[src/rtl/icb_buffer_ost.sv]
// ICB slice buffer with command/response FIFOs, an outstanding-transaction limit,
// a quiesce/drain handshake and dropping of spurious downstream responses.
module icb_buffer_ost #(
  parameter int unsigned AW            = 32,
  parameter int unsigned DW            = 32,
  parameter int unsigned USR_W         = 1,
  parameter int unsigned CMD_DP        = 2,
  parameter int unsigned RSP_DP        = 2,
  parameter int unsigned CMD_CUT_READY = 0,
  parameter int unsigned RSP_CUT_READY = 0,
  parameter int unsigned MAX_OUTS      = 4,
  parameter int unsigned OUTS_CNT_W    = 3
) (
  input  logic                  clk,
  input  logic                  rst,

  input  logic                  i_icb_cmd_valid,
  output logic                  i_icb_cmd_ready,
  input  logic                  i_icb_cmd_read,
  input  logic [AW-1:0]         i_icb_cmd_addr,
  input  logic [DW-1:0]         i_icb_cmd_wdata,
  input  logic [DW/8-1:0]       i_icb_cmd_wmask,
  input  logic [1:0]            i_icb_cmd_size,
  input  logic [USR_W-1:0]      i_icb_cmd_usr,

  output logic                  i_icb_rsp_valid,
  input  logic                  i_icb_rsp_ready,
  output logic                  i_icb_rsp_err,
  output logic [DW-1:0]         i_icb_rsp_rdata,
  output logic [USR_W-1:0]      i_icb_rsp_usr,

  output logic                  o_icb_cmd_valid,
  input  logic                  o_icb_cmd_ready,
  output logic                  o_icb_cmd_read,
  output logic [AW-1:0]         o_icb_cmd_addr,
  output logic [DW-1:0]         o_icb_cmd_wdata,
  output logic [DW/8-1:0]       o_icb_cmd_wmask,
  output logic [1:0]            o_icb_cmd_size,
  output logic [USR_W-1:0]      o_icb_cmd_usr,

  input  logic                  o_icb_rsp_valid,
  output logic                  o_icb_rsp_ready,
  input  logic                  o_icb_rsp_err,
  input  logic [DW-1:0]         o_icb_rsp_rdata,
  input  logic [USR_W-1:0]      o_icb_rsp_usr,

  input  logic                  quiesce_req,
  output logic                  quiesce_ack,
  output logic                  busy,
  output logic [OUTS_CNT_W-1:0] outs_cnt,
  output logic                  err_spurious,
  input  logic                  err_clr
);

  localparam int unsigned CmdW = 1 + AW + DW + DW / 8 + 2 + USR_W;
  localparam int unsigned RspW = 1 + DW + USR_W;
  localparam logic [OUTS_CNT_W-1:0] MaxOuts = OUTS_CNT_W'(MAX_OUTS);

  logic [OUTS_CNT_W-1:0] outs_cnt_q, outs_cnt_d;
  logic [OUTS_CNT_W-1:0] dn_cnt_q, dn_cnt_d;
  logic                  err_q, err_d;

  logic            cmd_gate, cmd_wr_vld, cmd_wr_rdy, cmd_rd_vld, cmd_empty;
  logic [CmdW-1:0] cmd_wdat, cmd_rdat;
  logic            rsp_wr_vld, rsp_wr_rdy, rsp_rd_vld, rsp_empty;
  logic [RspW-1:0] rsp_wdat, rsp_rdat;
  logic            dn_zero, spurious;

  // Gate uses the registered count so a same-cycle response cannot reopen it.
  assign cmd_gate        = ~quiesce_req & (outs_cnt_q < MaxOuts);
  assign cmd_wr_vld      = i_icb_cmd_valid & cmd_gate;
  assign i_icb_cmd_ready = cmd_wr_rdy & cmd_gate;
  assign cmd_wdat        = {i_icb_cmd_read, i_icb_cmd_addr, i_icb_cmd_wdata,
                            i_icb_cmd_wmask, i_icb_cmd_size, i_icb_cmd_usr};
  assign {o_icb_cmd_read, o_icb_cmd_addr, o_icb_cmd_wdata,
          o_icb_cmd_wmask, o_icb_cmd_size, o_icb_cmd_usr} = cmd_rdat;
  assign o_icb_cmd_valid = cmd_rd_vld;

  if (CMD_DP == 0) begin : g_cmd_wire
    assign cmd_rd_vld = cmd_wr_vld & rst;
    assign cmd_wr_rdy = o_icb_cmd_ready;
    assign cmd_rdat   = cmd_wdat;
    assign cmd_empty  = 1'b1;
  end else begin : g_cmd_fifo
    localparam int unsigned PW = (CMD_DP > 1) ? $clog2(CMD_DP) : 1;
    localparam int unsigned CW = $clog2(CMD_DP + 1);
    logic [CmdW-1:0] mem_q [CMD_DP];
    logic [PW-1:0]   wptr_q, rptr_q;
    logic [CW-1:0]   cnt_q;
    logic            push, pop, full;

    assign full       = (cnt_q == CW'(CMD_DP));
    assign cmd_rd_vld = (cnt_q != '0);
    assign cmd_empty  = (cnt_q == '0);
    assign pop        = cmd_rd_vld & o_icb_cmd_ready;
    // Without the cut, a full FIFO may accept a push in the cycle it pops.
    assign cmd_wr_rdy = ~full | ((CMD_CUT_READY == 0) & o_icb_cmd_ready);
    assign push       = cmd_wr_vld & cmd_wr_rdy;
    assign cmd_rdat   = mem_q[rptr_q];

    always_ff @(posedge clk) begin
      if (push) mem_q[wptr_q] <= cmd_wdat;
    end

    always_ff @(posedge clk or negedge rst) begin
      if (!rst) begin
        wptr_q <= '0;
        rptr_q <= '0;
        cnt_q  <= '0;
      end else begin
        if (push) wptr_q <= (wptr_q == PW'(CMD_DP - 1)) ? '0 : wptr_q + 1'b1;
        if (pop)  rptr_q <= (rptr_q == PW'(CMD_DP - 1)) ? '0 : rptr_q + 1'b1;
        cnt_q <= cnt_q + CW'(push) - CW'(pop);
      end
    end
  end

  assign dn_zero         = (dn_cnt_q == '0);
  assign rsp_wr_vld      = o_icb_rsp_valid & ~dn_zero;
  // With nothing pending the beat is swallowed, so never stall it.
  assign o_icb_rsp_ready = rsp_wr_rdy | dn_zero;
  assign spurious        = o_icb_rsp_valid & dn_zero;
  assign rsp_wdat        = {o_icb_rsp_err, o_icb_rsp_rdata, o_icb_rsp_usr};
  assign {i_icb_rsp_err, i_icb_rsp_rdata, i_icb_rsp_usr} = rsp_rdat;
  assign i_icb_rsp_valid = rsp_rd_vld;

  if (RSP_DP == 0) begin : g_rsp_wire
    assign rsp_rd_vld = rsp_wr_vld & rst;
    assign rsp_wr_rdy = i_icb_rsp_ready;
    assign rsp_rdat   = rsp_wdat;
    assign rsp_empty  = 1'b1;
  end else begin : g_rsp_fifo
    localparam int unsigned PW = (RSP_DP > 1) ? $clog2(RSP_DP) : 1;
    localparam int unsigned CW = $clog2(RSP_DP + 1);
    logic [RspW-1:0] mem_q [RSP_DP];
    logic [PW-1:0]   wptr_q, rptr_q;
    logic [CW-1:0]   cnt_q;
    logic            push, pop, full;

    assign full       = (cnt_q == CW'(RSP_DP));
    assign rsp_rd_vld = (cnt_q != '0);
    assign rsp_empty  = (cnt_q == '0);
    assign pop        = rsp_rd_vld & i_icb_rsp_ready;
    assign rsp_wr_rdy = ~full | ((RSP_CUT_READY == 0) & i_icb_rsp_ready);
    assign push       = rsp_wr_vld & rsp_wr_rdy;
    assign rsp_rdat   = mem_q[rptr_q];

    always_ff @(posedge clk) begin
      if (push) mem_q[wptr_q] <= rsp_wdat;
    end

    always_ff @(posedge clk or negedge rst) begin
      if (!rst) begin
        wptr_q <= '0;
        rptr_q <= '0;
        cnt_q  <= '0;
      end else begin
        if (push) wptr_q <= (wptr_q == PW'(RSP_DP - 1)) ? '0 : wptr_q + 1'b1;
        if (pop)  rptr_q <= (rptr_q == PW'(RSP_DP - 1)) ? '0 : rptr_q + 1'b1;
        cnt_q <= cnt_q + CW'(push) - CW'(pop);
      end
    end
  end

  always_comb begin
    logic up_inc, up_dec, dn_inc, dn_dec;
    up_inc     = i_icb_cmd_valid & i_icb_cmd_ready;
    up_dec     = i_icb_rsp_valid & i_icb_rsp_ready;
    dn_inc     = o_icb_cmd_valid & o_icb_cmd_ready;
    dn_dec     = rsp_wr_vld & rsp_wr_rdy;
    outs_cnt_d = outs_cnt_q;
    dn_cnt_d   = dn_cnt_q;
    err_d      = err_q;
    if (up_inc && !up_dec && outs_cnt_q != MaxOuts) outs_cnt_d = outs_cnt_q + 1'b1;
    else if (!up_inc && up_dec && outs_cnt_q != '0) outs_cnt_d = outs_cnt_q - 1'b1;
    if (dn_inc && !dn_dec)      dn_cnt_d = dn_cnt_q + 1'b1;
    else if (!dn_inc && dn_dec) dn_cnt_d = dn_cnt_q - 1'b1;
    if (spurious)     err_d = 1'b1;
    else if (err_clr) err_d = 1'b0;
  end

  always_ff @(posedge clk or negedge rst) begin
    if (!rst) begin
      outs_cnt_q <= '0;
      dn_cnt_q   <= '0;
      err_q      <= 1'b0;
    end else begin
      outs_cnt_q <= outs_cnt_d;
      dn_cnt_q   <= dn_cnt_d;
      err_q      <= err_d;
    end
  end

  assign quiesce_ack  = quiesce_req & cmd_empty & rsp_empty & (outs_cnt_q == '0) & dn_zero;
  assign busy         = i_icb_cmd_valid | (outs_cnt_q != '0);
  assign outs_cnt     = outs_cnt_q;
  assign err_spurious = err_q;

endmodule
[config.mk]
export PLATFORM = sky130hd
export DESIGN_NAME = icb_buffer_ost
export DESIGN_NICKNAME = d
export VERILOG_FILES = /design/src/rtl/icb_buffer_ost.sv
export SDC_FILE = /design/constraint.sdc
export NUM_CORES = 1
export LEC_CHECK = 0
export CAP_MARGIN = 5
export CORE_MARGIN = 2
export CORE_UTILIZATION = 54
export CTS_BUF_LIST = sky130_fd_sc_hd__clkbuf_2 sky130_fd_sc_hd__clkbuf_4 sky130_fd_sc_hd__clkbuf_8
export DETAILED_ROUTE_END_ITERATION = 7
export PLACE_DENSITY = 0.92
export SYNTH_ARGS = -nofsm -noshare
export SYNTH_HDL_FRONTEND = slang
export SYNTH_SLANG_ARGS = --single-unit
[constraint.sdc]
create_clock -name clk -period 7.5 [get_ports clk]
set_input_delay 0.75 -clock clk [delete_from_list [all_inputs] [get_ports clk]]
set_output_delay 0.75 -clock clk [all_outputs]
set_load 0.02 [all_outputs]
**Run 1: met4 routing**

Supply wires on this layer in grey.
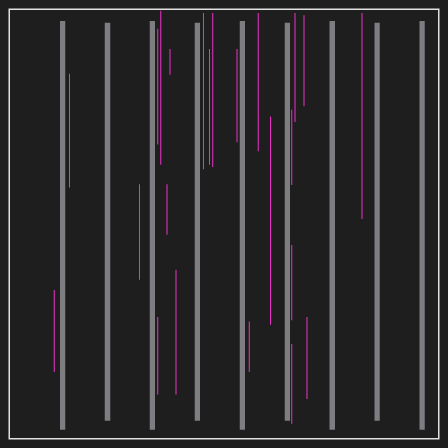
- main direction: vertical
- nets with wire on the layer: 17
- longest straight run: 62.6 um
routed via count: 4,704
Routed Wire Length: 18,200 um

**Run 1: layout detail**

Scale bar: 10 um. Window x 50 to 80, y 50 to 80 um. Cells in grey, sequential cells in the stronger grey; small squares are vias.
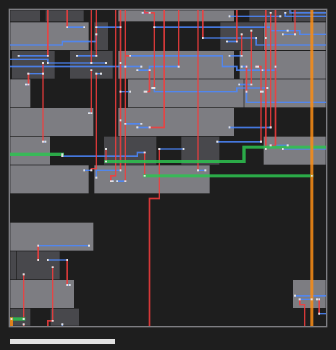
- red: metal 2
- green: metal 3
- orange: metal 4
- blue: metal 1
- netlist names of flops here include: `g_cmd_fifo.mem_q` (13)
- most frequent: edfxtp_1 (13), mux2_2 (4)
- cells with their middle in the window: 21
- sequential cells in the window: 13

**Run 1: signal wires by layer**

Only two layers are drawn.
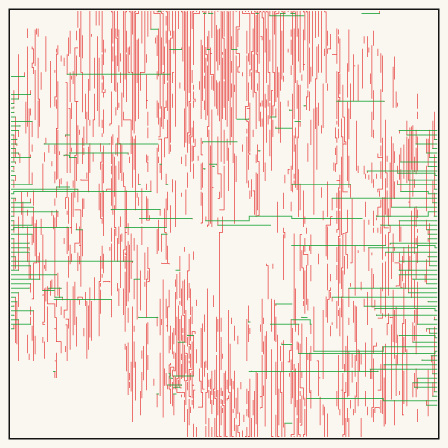
- green: metal 3 (wire length 1,390 um)
- red: metal 2 (wire length 9,420 um)
average wire per standard cell: 20.1 um
total global routing track utilization: 21.5%

## run 1: where the power goes
group	internal [mW]	total, mW	switching [mW]
sequential	1.64	1.73	0.0903
combinational	0.793	1.62	0.823
clock	0.562	1.01	0.445
## run 1: layer usage
metal	up-vias	track usage, %
li1	2122	-
met1	2325	24.6
met2	203	37.5
met3	54	5.82
met4	0	10.9
met5	-	0
## run 1: layout make-up
class                           count  share of cell area (%)
Clock buffer                       50                    5.23
Sequential cell                   227                    57.5
Tap cell                          211                    2.25
Inverter                           10                   0.363
Clock inverter                     12                   0.683
Timing Repair Buffer              235                    19.9
Multi-Input combinational cell    162                    14.1
## run 1: Yosys cell counts, types with 2 or more instances
master	n
a21oi_1	2
and2_1	2
clkbuf_1	11
dfrtp_1	15
edfxtp_1	212
fa_1	2
ha_1	5
inv_1	9
mux2_2	107
nand2_1	2
nand3_1	2
nor2_1	8
nor3b_1	2
o21ai_0	2
o22ai_1	2
or2_2	3
or4_1	2
xnor2_1	9
xor2_1	3
## run 1: final timing paths
path / depth (start not counted) / slack, ns / end
worst max register to register: 5 / 4.65 / g_cmd_fifo.mem_q[0][48]
min in group asynchronous: 1 / 0.65 / g_rsp_fifo.cnt_q[1]
worst max-delay path: 3 / 4.10 / o_icb_cmd_wdata[3]
worst min-delay path: 1 / 0.46 / dn_cnt_q[2]
max in group asynchronous: 1 / 6.37 / g_cmd_fifo.rptr_q
worst min register to register: 1 / 0.46 / dn_cnt_q[2]
## run 1: metrics by stage
stage	setup WS [ns]	hold slack [ns]	instance area (um2)	utilization (%)	power, mW
3_3_place_gp	4.04	0.450	11000	72.3	3.31
3_5_place_dp	3.91	0.455	11000	72.3	3.37
2_1_floorplan	2.66	0.434	8470	-	2.67
6_report	4.10	0.460	11700	76.9	4.35
4_1_cts	4.05	0.464	11700	76.9	4.39
5_1_grt	3.99	0.471	11700	76.9	4.54
## run 1: registers in the layout, summed over array words and instances (netlist names)
register           count
dn_cnt_q               3
err_spurious           1
g_cmd_fifo.cnt_q       2
g_cmd_fifo.mem_q     144
g_cmd_fifo.rptr_q      1
g_cmd_fifo.wptr_q      1
g_rsp_fifo.cnt_q       2
g_rsp_fifo.mem_q      68
g_rsp_fifo.rptr_q      1
g_rsp_fifo.wptr_q      1
outs_cnt               3
## run 1: cell families (layout without fill, tap and decap cells)
| kind of cell | Yosys count | count (layout) | share of synthesized area [%] |
|---|---|---|---|
| buffers and inverters | 23 | 307 | 1.17 |
| AOI/OAI and AO/OA | 9 | 9 | 0.680 |
| and+or+nand+nor | 25 | 25 | 1.61 |
| adders and majority gates | 7 | 7 | 1.21 |
| xor gates and xnor gates | 12 | 12 | 1.24 |
| DFF | 227 | 227 | 79.6 |
| muxes | 109 | 109 | 14.5 |
==> out/summary.json, run 1 <==
{
  "synth.lib_cells_used.distinct": 31,
  "yosys_cells": 412,
  "netlist.area_leader.share_pct": 75.2,
  "max_cap_viol_count": 0,
  "final_layout_size_suffix_gt1_share_pct": 25.6,
  "floorplan.die.height_um": 129,
  "end_kind": "output pin",
  "power.density_cell_area_nw_per_um2": 371,
  "top_cells_by_area": "edfxtp_1 75%, mux2_2 14%, dfrtp_1 4.4%",
  "layout.cells.most_common": "clkdlybuf4s50_1",
  "area.sequential_um2": 6740,
  "final.period_utilization_pct": 45.4,
  "max_vdd_drop_mv": 0.260,
  "timing.hold.worst.start": "dn_cnt_q[2]",
  "timing.hold.worst.class": "reg2reg",
  "num_rows": 45,
  "dp.cells": 845,
  "cp-startpoint": "g_cmd_fifo.rptr_q",
  "route.detailed.drc": 0,
  "outcome": "finished, final reports clean",
  "timing.critical_path.buf_inv": 2,
  "die_w_um": 129,
  "fin_worst_skew_ns": 0.0160,
  "floorplan.nets": 533,
  "synth.largest_area_cell": "edfxtp_1",
  "slew_viol_final": 0,
  "launch_instance_of_the_worst_register_to_register_path": "outs_cnt[2]",
  "fin_tns_setup_ns": 0,
  "max-clock-path-buffers": 3,
  "maxUsedRoutingLayer": "met4",
  "ys_warn_count": 0,
  "final_setup_violation_count": 0,
  "crit_type": "reg2out",
  "detail_route.iter0.violations": 300,
  "crit_slowest_cell": "buf_4",
  "timing.critical_path.arrival_ns": 2.65,
  "rsz0062_at_grt": "no",
  "synthToLayoutAreaGrowth_pct": 38.5,
  "clock_period_minus_worst_slack_ns": 3.40,
  "finish.cell_count_without_fillers": 907,
  "synthCells": 412,
  "cts.root.buffer_cell": "clkbuf_8",
  "post_cts_sizing": 0,
  "finalHoldViolCount": 0,
  "ys_seq_share_pct": 79.6,
  "final.fill_count": 817,
  "cts_tree": "yes",
  "clock-sinks": 227,
  "initial_utilization_pct": 55.5,
  "grt.overflow.total": 0,
  "routedLengthMet1_um": 6700,
  "dp_hpwl_um": 12400,
  "detail_route.first_pass.iterations": 4,
  "synth-area-yosys_um2": 8470,
  "first_global_vias": 5111,
  "synth_area_um2": 8470,
  "largest_net_degree_at_the_start_of_global_routing": 71,
  "slew_headroom_pct": 38.1,
  "tritoncts.num_buffers": 36,
  "flops_out_of_synthesis": 227,
  "post_synth.cell_area_avg_um2": 20.6,
  "portBuffers": 229,
  "synth-main-ff-cell": "edfxtp_1",
  "openroad_warning_count": 26,
  "design.die.area_um2": 16700,
  "fp.coreArea_um2": 15300,
  "enable_flop_cells": 212,
  "routed-wl-met3_um": 1390,
  "worst-endpoint-required_ns": 6.75,
  "clock_latency_ns": 0.51,
  "cts-htree-levels": 2,
  "lay_top_cells": "229 x clkdlybuf4s50_1, 212 x edfxtp_1, 107 x mux2_2, 38 x clkbuf_8, 14 x dfrtp_1",
  "ioPinCount": 230,
  "cts-hold-fix-buffers": 0,
  "critical_path.max_stage_delay_ns": 0.71,
  "worst-slew-pin-transition_ns": 0.929,
  "wl_met2_um": 9420,
  "antenna_cells_inserted": 0,
  "max_clock_freq_mhz": 294,
  "final_net_count": 793,
  "grt_antenna_before_repair": 0,
  "grt_first_pass_wirelength_um": 26800,
  "worstSetupStartpointType": "flip-flop",
  "worstPathMaxFanout": 70
}
**Run 1: met1 routing**

Supply wires on this layer in grey.
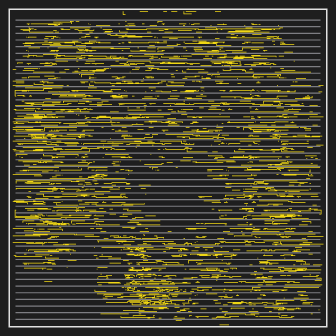

--- run 2 (diff from run 1) ---
Settings changed: CORE_UTILIZATION 54 to 50, PLACE_DENSITY 0.92 to 0.86.
Clock period 7.5 ns to 3.4 ns, I/O delays scaled along.
**Run 2: met1 routing**

Supply wires on this layer in grey.
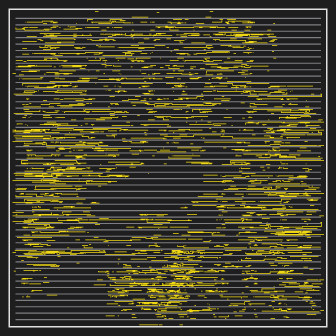
- longest straight run: 39.6 um
- main direction: horizontal
- wire length on this layer: 6,670 um
Routed Wire Length: 17,200 um
routed via count: 4,658
Global Route met1 Usage: 22.4%

**Run 2: layout detail**

Scale bar: 10 um. Window x 52 to 82, y 52 to 82 um. Cells in grey, sequential cells in the stronger grey; small squares are vias.
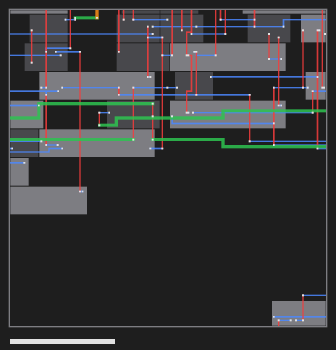
- orange: metal 4
- blue: metal 1
- green: metal 3
- red: metal 2
- cells with their middle in the window: 13
- netlist names of flops here include: `g_cmd_fifo.mem_q` (5)
- most frequent: edfxtp_1 (5), mux2_2 (4)
- sequential cells in the window: 5

**Run 2: clock wiring as the flow saved it**

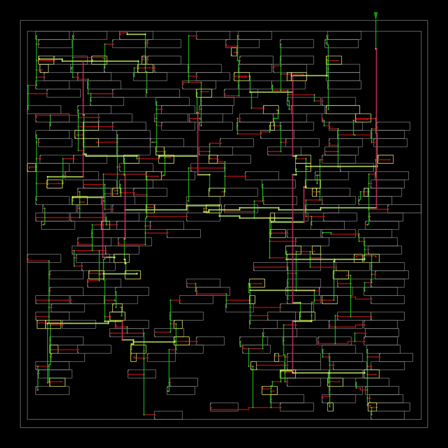
tally of clock buffers in the finished layout: 55
clk pwr: 2.34 mW
total number of sequential cells: 227
clock buffers created by TritonCTS: 38
maximum clock skew at final layout: 0.00973 ns

==> out/summary.json, run 2 <==
{
  "lay_top_cells": {"value": "229 x clkdlybuf4s50_1, 212 x edfxtp_1, 107 x mux2_2, 41 x clkbuf_8", "change": "was 229 x clkdlybuf4s50_1, 212 x edfxtp_1, 107 x mux2_2, 38 x clkbuf_8, 14 x dfrtp_1"},
  "detail_route.vias_per_cell": {"value": 5.04, "change": "was 5.19"},
  "number_of_flip_flops_in_the_largest_register": {"value": 144, "change": "unchanged"},
  "num_rows": {"value": 47, "change": "was 45"},
  "cts_tree": {"value": "yes", "change": "unchanged"},
  "layout.cells.most_common": {"value": "clkdlybuf4s50_1", "change": "unchanged"},
  "clock_latency": {"value": 0.50, "unit": "ns", "change": "was 0.51 ns"},
  "ioPinCount": {"value": 230, "change": "unchanged"},
  "cts-htree-levels": {"value": 2, "change": "unchanged"},
  "post_cts_sizing": {"value": 0, "change": "unchanged"},
  "floorplan.die.height": {"value": 134, "unit": "um", "change": "was 129 um"},
  "largest_register": {"value": "g_cmd_fifo.mem_q", "change": "unchanged"},
  "floorplan.nets": {"value": 533, "change": "unchanged"},
  "synthToLayoutAreaGrowth": {"value": 39.9, "unit": "%", "change": "was 38.5%"},
  "worst-endpoint-required": {"value": 3.06, "unit": "ns", "change": "was 6.75 ns"},
  "post_dp_cell_area": {"value": 11100, "unit": "um2", "change": "was 11,000 um2"},
  "post_synth.cell_area_avg": {"value": 20.6, "unit": "um2", "change": "unchanged"},
  "netlist.area_leader.share": {"value": 75.2, "unit": "%", "change": "unchanged"},
  "cts_post_setup_buffers_inserted": {"value": 0, "change": "unchanged"},
  "first_global_vias": {"value": 4957, "change": "was 5,111"},
  "crit_type": {"value": "reg2out", "change": "unchanged"},
  "detail_route.first_pass.iterations": {"value": 4, "change": "unchanged"},
  "worst-slew-pin-transition": {"value": 0.678, "unit": "ns", "change": "was 0.929 ns"},
  "final_layout_size_suffix_gt1_share": {"value": 26.3, "unit": "%", "change": "was 25.6%"},
  "grt_use_total": {"value": 18.9, "unit": "%", "change": "was 21.5%"},
  "max-clock-path-buffers": {"value": 3, "change": "unchanged"},
  "portBuffers": {"value": 229, "change": "unchanged"},
  "clock_period_minus_worst_slack_ns": 2.99,
  "final_setup_violation_count": {"value": 0, "change": "unchanged"},
  "clock-sinks": {"value": 227, "change": "unchanged"},
  "maxUsedRoutingLayer": {"value": "met4", "change": "unchanged"},
  "die_w": {"value": 134, "unit": "um", "change": "was 129 um"},
  "clkTransAtPathRegs": {"value": 0.06, "unit": "ns", "change": "about the same"},
  "synth_area": {"value": 8470, "unit": "um2", "change": "unchanged"},
  "routed-wl-met3": {"value": 1430, "unit": "um", "change": "was 1390 um"},
  "power.leakage": {"value": 4.08, "unit": "nW", "change": "was 4.03 nW"},
  "antenna_violating_nets_post_route": {"value": 0, "change": "unchanged"},
  "timing.hold.worst.class": {"value": "in2async", "change": "was reg2reg"},
  "slew_viol_final": {"value": 0, "change": "unchanged"},
  "post_synth_xor_xnor_area": {"value": 1.24, "unit": "%", "change": "unchanged"},
  "grt.overflow.total": {"value": 0, "change": "unchanged"},
  "initial_utilization": {"value": 51.1, "unit": "%", "change": "was 55.5%"},
  "muxShareOfSynthArea": {"value": 14.5, "unit": "%", "change": "unchanged"},
  "worstPathMaxFanout": {"value": 4, "change": "was 70"},
  "yosys_adder_share": {"value": 1.21, "unit": "%", "change": "unchanged"},
  "total_power": {"value": 9.72, "unit": "mW", "change": "was 4.35 mW"},
  "pwr-share-comb": {"value": 36.3, "unit": "%", "change": "was 37.1%"},
  "critical_path.max_stage_delay": {"value": 0.65, "unit": "ns", "change": "was 0.71 ns"},
  "final.period_utilization_pct": 87.8,
  "crit_slowest_cell": {"value": "clkdlybuf4s50_1", "change": "was buf_4"},
  "flops_out_of_synthesis": {"value": 227, "change": "unchanged"},
  "ys_seq_share": {"value": 79.6, "unit": "%", "change": "unchanged"},
  "final.fill_count": {"value": 1009, "change": "was 817"},
  "cts-hold-fix-buffers": {"value": 0, "change": "unchanged"},
  "power.density_cell_area": {"value": 820, "unit": "nW/um2", "change": "was 371 nW/um2"},
  "fp.coreArea": {"value": 16600, "unit": "um2", "change": "was 15,300 um2"},
  "fin_area": {"value": 11800, "unit": "um2", "change": "was 11,700 um2"},
  "clock_network_power_share": {"value": 24.1, "unit": "%", "change": "was 23.1%"},
  "synth.comb.largest_family": {"value": "multiplexers", "change": "unchanged"},
  "dp_hpwl": {"value": 11400, "unit": "um", "change": "was 12,400 um"},
  "grt_first_pass_wirelength": {"value": 26000, "unit": "um", "change": "was 26,800 um"},
  "sequentialPowerShare": {"value": 39.6, "unit": "%", "change": "was 39.7%"},
  "fin_tns_setup": {"value": 0, "unit": "ns", "change": "unchanged"},
  "gp_congestion": {"value": 0.782, "change": "was 0.829"},
  "postSynth.asyncResetShare": {"value": 6.61, "unit": "%", "change": "unchanged"},
  "max_clock_freq_mhz": 335,
  "end_kind": {"value": "output pin", "change": "unchanged"},
  "detail_route.iter0.violations": {"value": 249, "change": "was 300"},
  "max_cap_viol_count": {"value": 0, "change": "unchanged"},
  "outcome": {"value": "finished, final reports clean", "change": "unchanged"},
  "rsz0062_at_grt": {"value": "no", "change": "unchanged"},
  "synth.top_cells.by_count": {"value": "212 x edfxtp_1, 107 x mux2_2, 15 x dfrtp_1", "change": "unchanged"},
  "enable_flop_cells": {"value": 212, "change": "unchanged"},
  "routedLengthMet1": {"value": 6670, "unit": "um", "change": "was 6700 um"},
  "grt_antenna_before_repair": {"value": 1, "change": "was 0"},
  "synth-main-ff-cell": {"value": "edfxtp_1", "change": "unchanged"},
  "top_cells_by_area": {"value": "edfxtp_1 75%, mux2_2 14%, dfrtp_1 4.4%", "change": "unchanged"},
  "post_drt_wl_per_cell": {"value": 18.6, "unit": "um", "change": "was 20.1 um"},
  "synth.cellmix.compoundShare": {"value": 0.680, "unit": "%", "change": "unchanged"},
  "synth.largest_area_cell": {"value": "edfxtp_1", "change": "unchanged"},
  "timing.critical_path.arrival": {"value": 2.65, "unit": "ns", "change": "about the same"},
  "yosys_cells": {"value": 412, "change": "unchanged"},
  "design.die.area": {"value": 18000, "unit": "um2", "change": "was 16,700 um2"},
  "max_vdd_drop": {"value": 0.501, "unit": "mV", "change": "was 0.260 mV"},
  "reg.largest.list": {"value": "g_cmd_fifo.mem_q (144), g_rsp_fifo.mem_q (68)", "change": "unchanged"},
  "internal-power": {"value": 6.73, "unit": "mW", "change": "was 2.99 mW"},
  "wl_met2": {"value": 8570, "unit": "um", "change": "was 9420 um"},
  "route.detailed.drc": {"value": 0, "change": "unchanged"},
  "final_net_count": {"value": 795, "change": "was 793"},
  "openroad_warning_count": {"value": 27, "change": "was 26"},
  "synth.lib_cells_used.distinct": {"value": 31, "change": "unchanged"},
  "p_switching": {"value": 2.99, "unit": "mW", "change": "was 1.36 mW"},
  "synth-simple-area-share": {"value": 1.61, "unit": "%", "change": "unchanged"},
  "yosysMostFrequentCell": {"value": "edfxtp_1", "change": "unchanged"},
  "worst_path_cell_trace": {"value": "or3_1 > or4_1 > nor4_1 > clkdlybuf4s50_1", "change": "was buf_4 > mux2_2 > clkdlybuf4s50_1"},
  "slew_headroom": {"value": 54.6, "unit": "%", "change": "was 38.1%"},
  "cts.root.buffer_cell": {"value": "clkbuf_8", "change": "unchanged"},
  "largest_net_degree_at_the_start_of_global_routing": {"value": 73, "change": "was 71"},
  "comb_area": {"value": 1650, "unit": "um2", "change": "unchanged"},
  "ys_warn_count": {"value": 0, "change": "unchanged"},
  "area.sequential": {"value": 6740, "unit": "um2", "change": "unchanged"},
  "sw_frac_of_total": {"value": 30.7, "unit": "%", "change": "was 31.2%"},
  "finalHoldViolCount": {"value": 0, "change": "unchanged"},
  "worstSetupStartpointType": {"value": "flip-flop", "change": "unchanged"},
  "synth-area-yosys": {"value": 8470, "unit": "um2", "change": "unchanged"},
  "synthCells": {"value": 412, "change": "unchanged"}
}
run 2: cell counts after synthesis:
Identical to the previous run, type by type.
run 2: power by group through the flow:
stage | clock (mW) | sequential (mW) | combinational, mW
6_report | 2.34 | 3.85 | 3.53
5_1_grt | 2.53 | 3.90 | 3.72
4_1_cts | 2.40 | 3.85 | 3.56
3_5_place_dp | 0 | 3.91 | 3.53
3_3_place_gp | 0 | 3.87 | 3.46
2_1_floorplan | 0 | 3.85 | 2.04
run 2: cell type report:
| cell class | instances | share of cell area [%] |
|---|---|---|
| tap | 220 | 2.32 |
| clock inverter | 14 | 0.761 |
| antenna | 1 | 0.0211 |
| multi-input combinational | 162 | 13.9 |
| sequential | 227 | 56.9 |
| clock buffer | 55 | 5.65 |
| timing repair buffer | 235 | 20.0 |
| inverter | 10 | 0.359 |
run 2: metrics by stage:
stage	std cells	setup WS, ns	hold slack (ns)	util [%]
global route	923	0.319	0.304	71.4
CTS	923	0.370	0.243	71.4
global placement	854	0.826	0.447	66.8
finish	924	0.414	0.250	71.4
detailed placement	854	0.791	0.480	66.8
floorplan	412	-1.22	0.0444	-
run 2: final timing paths:
check / from / endpoint / slack, ns / cells past startpoint
setup / recovery: dn_cnt_q[1] / quiesce_ack / 0.41 / 4
hold / removal: rst / err_spurious / 0.25 / 1
setup reg to reg: outs_cnt[2] / outs_cnt[2] / 1.07 / 6
hold reg to reg: dn_cnt_q[2] / dn_cnt_q[2] / 0.48 / 1
max in group asynchronous: rst / g_cmd_fifo.rptr_q / 2.68 / 1
min in group clk: i_icb_cmd_wdata[15] / g_cmd_fifo.mem_q[1][22] / 0.41 / 1
run 2: cells by family (layout without fill, tap and decap cells):
| logic type | after synthesis | count (layout) |
|---|---|---|
| flops | 227 | 227 |
| other cells | 0 | 1 |
| simple gates | 25 | 25 |
| buf+inv | 23 | 314 |
| xor+xnor | 12 | 12 |
| compound gates | 9 | 9 |
| mux | 109 | 109 |
| fa+ha+maj | 7 | 7 |
run 2: worst max-delay path: cells and delay by family (launching register included):
family | cells | cell delay, ns
buffers and inverters | 1 | 0.65
DFF | 1 | 0.41
and+or+nand+nor | 3 | 1.09
run 2: per-layer routing:
metal	global-route usage, %	up-vias
met5	0	-
met4	8.77	0
met3	6.58	48
met2	31.4	209
met1	22.4	2268
li1	-	2133
Power figures rest on the tool's default switching activity, not on a simulated workload.
